**src/rtl/ctrl_pkg.sv**
```systemverilog
// Shared types and constants for the multi-cycle RV32I sequencer.
// States, opcodes and ALU encodings live here.
package ctrl_pkg;

    typedef enum logic [2:0] {
        FETCH,
        DECODE,
        EXEC_I,
        EXEC_B,
        MEM_RD,
        WB_ALU,
        WB_MEM,
        TRAP
    } state_t;

    localparam logic [6:0] OP_ITYPE  = 7'b0010011;
    localparam logic [6:0] OP_LOAD   = 7'b0000011;
    localparam logic [6:0] OP_BRANCH = 7'b1100011;

    localparam logic [2:0] ALU_ADD = 3'b000;
    localparam logic [2:0] ALU_CMP = 3'b111;

    // addi and lw share the I-type immediate path
    function automatic logic is_imm_op(input logic [6:0] op);
        return (op == OP_ITYPE) || (op == OP_LOAD);
    endfunction

endpackage

```
**src/rtl/multicycle_control.sv**
```systemverilog
// Moore sequencer stepping each instruction through fetch..writeback.
// Drives datapath enables/muxes and counts retired instructions.
module multicycle_control
    import ctrl_pkg::*;
#(
    parameter int CNT_W = 32
) (
    input  logic             clk,
    input  logic             rst_n,
    input  logic             imem_ready,
    input  logic [6:0]       instr_opcode,
    input  logic             EQ,
    input  logic             dmem_ready,
    output logic             IRWrite,
    output logic             PCWrite,
    output logic             PCsrc,
    output logic             RegWrite,
    output logic             ResultSrc,
    output logic [2:0]       ALUctrl,
    output logic             ALUsrc,
    output logic             ImmSrc,
    output logic             MemRead,
    output logic             trap,
    output logic [CNT_W-1:0] retired
);

    state_t state;
    state_t next;
    logic   retire;

    // State register; reset abandons any instruction in flight
    always_ff @(posedge clk or negedge rst_n) begin
        if (!rst_n) begin
            state <= FETCH;
        end else begin
            state <= next;
        end
    end

    // Next-state and Moore outputs (EQ only matters in EXEC_B)
    always_comb begin
        next      = state;
        IRWrite   = 1'b0;
        PCWrite   = 1'b0;
        PCsrc     = 1'b0;
        RegWrite  = 1'b0;
        ResultSrc = 1'b0;
        ALUctrl   = ALU_ADD;
        ALUsrc    = 1'b0;
        ImmSrc    = 1'b0;
        MemRead   = 1'b0;
        trap      = 1'b0;
        retire    = 1'b0;
        unique case (state)
            FETCH: begin
                if (imem_ready) begin
                    IRWrite = 1'b1;
                    next    = DECODE;
                end
            end
            DECODE: begin
                ImmSrc = is_imm_op(instr_opcode);
                if (is_imm_op(instr_opcode)) begin
                    next = EXEC_I;
                end else if (instr_opcode == OP_BRANCH) begin
                    next = EXEC_B;
                end else begin
                    next = TRAP;
                end
            end
            EXEC_I: begin
                ALUctrl = ALU_ADD;
                ALUsrc  = 1'b1;
                ImmSrc  = 1'b1;
                if (instr_opcode == OP_LOAD) begin
                    next = MEM_RD;
                end else begin
                    next = WB_ALU;
                end
            end
            EXEC_B: begin
                ALUctrl = ALU_CMP;
                PCWrite = 1'b1;
                PCsrc   = ~EQ;
                retire  = 1'b1;
                next    = FETCH;
            end
            MEM_RD: begin
                MemRead = 1'b1;
                ALUctrl = ALU_ADD;
                ALUsrc  = 1'b1;
                ImmSrc  = 1'b1;
                if (dmem_ready) begin
                    next = WB_MEM;
                end
            end
            WB_ALU: begin
                RegWrite = 1'b1;
                ALUctrl  = ALU_ADD;
                ALUsrc   = 1'b1;
                PCWrite  = 1'b1;
                retire   = 1'b1;
                next     = FETCH;
            end
            WB_MEM: begin
                RegWrite  = 1'b1;
                ResultSrc = 1'b1;
                PCWrite   = 1'b1;
                retire    = 1'b1;
                next      = FETCH;
            end
            TRAP: begin
                trap = 1'b1;
            end
            default: begin
                next = FETCH;
            end
        endcase
    end

    // Retired-instruction counter, wraps naturally at CNT_W bits
    always_ff @(posedge clk or negedge rst_n) begin
        if (!rst_n) begin
            retired <= '0;
        end else if (retire) begin
            retired <= retired + 1'b1;
        end
    end

endmodule

```
**config.mk**
```make
export PLATFORM = sky130hd
export DESIGN_NAME = multicycle_control
export DESIGN_NICKNAME = d
export VERILOG_FILES = /design/src/rtl/ctrl_pkg.sv /design/src/rtl/multicycle_control.sv
export SDC_FILE = /design/constraint.sdc
export NUM_CORES = 1
export LEC_CHECK = 0
export ABC_CLOCK_PERIOD_IN_PS = 3180
export CORE_ASPECT_RATIO = 1.25
export CORE_UTILIZATION = 40
export CTS_CLUSTER_DIAMETER = 120
export DETAILED_ROUTE_END_ITERATION = 8
export PLACE_DENSITY_LB_ADDON = 0.1
export SYNTH_ARGS = -nofsm -noshare
export SYNTH_HDL_FRONTEND = slang
export SYNTH_SLANG_ARGS = --single-unit
```
**constraint.sdc**
```tcl
create_clock -name clk -period 3.18 [get_ports clk]
set_input_delay 0.636 -clock clk [delete_from_list [all_inputs] [get_ports clk]]
set_output_delay 0.636 -clock clk [all_outputs]
set_load 0.01 [all_outputs]
```
==> CHANGELOG.md <==
### Changed

- Core Area: ~4700 um^2
- DR vias/cell: 5.294
- All-Layer GR Usage: 0.1913
- Tap cells: around 60
- Hold Crit Start: retired[31]
- Setup slack, reg-to-reg: 1140 ps
- Crit path to: ImmSrc
- Crit-path slowest cell: clkdlybuf4s50_1
- FF-to-FF path depth: 5
- Tcrit/Tclk final: 0.9545
- Outcome: finished clean
- RSZ-0062 raised after global routing: no
- Critical path buffer and inverter count: 2
- Number of global-route vias before repair: 1529
- Post-synth regs: 35
- Startpoint types: input pin
- Clk cell area share: 0.03224
- Worst Max-Slew Pin Slew: 503.1 ps
- Grt ovf: 0
- Vertical die size: 79.98 um
- Combinational Power: 0.688 mW
- CTS Hold Buffers Added: 0
- Layout Utilization: 0.5621
- Worst path depth: 5
- Ys cells: 188
- Flop Count: 35
- Nets@finish: 255
- Fp util: 0.4144
- Adder Area Share: 0.006431
- Power Dens Cells: just over 600 nW/um^2
- Mapped Area: a little under 2000 um^2
- Worst stage delay on the critical path: 580 ps
- Main logic family after synthesis: simple AND/OR/NAND/NOR gates
- CTS H-tree depth: 2
- Netlist cell types: 40
- Root buffer cell: clkbuf_8
- Max Slew Vio Count: 0
- Most used logic cell in the final layout: clkdlybuf4s50_1
- DP Cell Count: 295
- Syn avg cell area: 10.35 um^2
- Comb area share: 0.3831
- CP max FO: 3
- Clock power frac: 0.193
- P_clk: 0.315 mW
- Gpl congestion: between 0.7 and 0.8
- Post-synth net total: 201
- Crit path DAT: 2400 ps
- Yosys warnings: 0
- Internal: 0.9953 mW
- Reg2reg end: retired[31]
- Main power group: combinational cells
- Die W: about 64 um
- XOR Share, Synth: 0.1441
- Register area: 875.8 um^2
- Worst hold endpoint: retired[31]
- WL/cell: 14.64 um
- CP Class: in -> out
- Die ar.: a little over 5000 um^2
- First-pass GRT wire length: ~7600 um
- Design area: 2639 um^2
- Peak VDD IR: 319.5 uV
- Synth area leaders: dfrtp_1 45%, xor2_1 10%, xnor2_1 4.1%
- Min Tclk post-route: about 3000 ps
- Post-placement cell area: 2539 um^2
- Antenna diodes: 0
- Min-delay worst type: reg -> reg
- Fin. Hold Viols: 0
- FF-to-FF Start: state[1]
- P&R area growth vs syn: 35.63%
- Final clock skew: 7.005 ps
- HPWL after DPL: 3059 um
- Top cell area share: 0.4502
- Initial antenna violation count: 0
- CTS Buf Count: 5
- Non-clk invs: 3
- #MultiIn Comb: 138
- Max_cap viols: 0
==> layer usage <==
layer  global-route usage  share of wire
met5                    0              0
met4              0.07333          0.015
met3              0.04286          0.050
met2               0.3137           0.49
met1               0.2432           0.45
==> cell usage after synthesis (all sizes together) <==
cell / number
nor2: 8
nand2b: 2
o21ai: 1
nor4b: 4
and4: 4
nand4: 11
buf: 6
xor2: 23
nor3: 6
or3: 1
and3: 5
nor2b: 1
ha: 1
and3b: 2
o32ai: 1
a21oi: 1
and2: 1
dfrtp: 35
nand3: 8
or4: 2
mux2i: 2
nor3b: 1
nor4: 17
nand2: 17
clkbuf: 6
a31oi: 1
a22o: 1
xnor2: 9
mux2: 1
nor4bb: 1
o2111ai: 2
inv: 3
a21boi: 2
nand4b: 2
==> sequential cells by signal (all words and copies together) (netlist names) <==
signal,count
retired,32
state,3
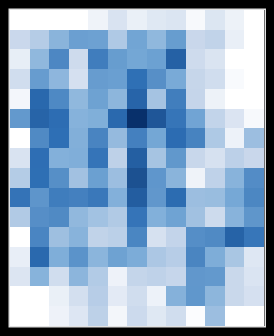
(signal metal coverage by tile)
13 x 16 tiles, from white (low) to dark blue (high), scaled to the fullest tile. Values are wire area over tile area, all layers added.
densest ninth of the die: center
mean over tiles: 0.14
emptiest ninth of the die: north-east

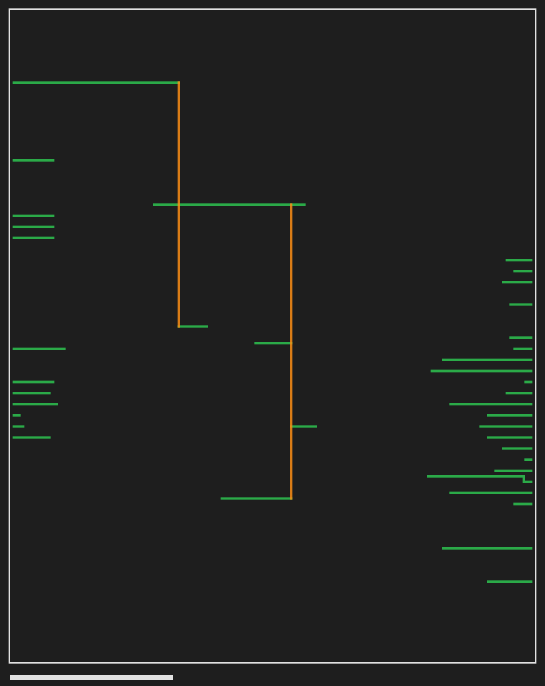
(wiring by layer)
Bar = 20 um. Two of the layers only.
legend:
  green:
    layer: met3
    wire_length: 223 um
  orange:
    layer: met4
    wire_length: 66.0 um

Power is estimated from default activity; no workload was simulated.
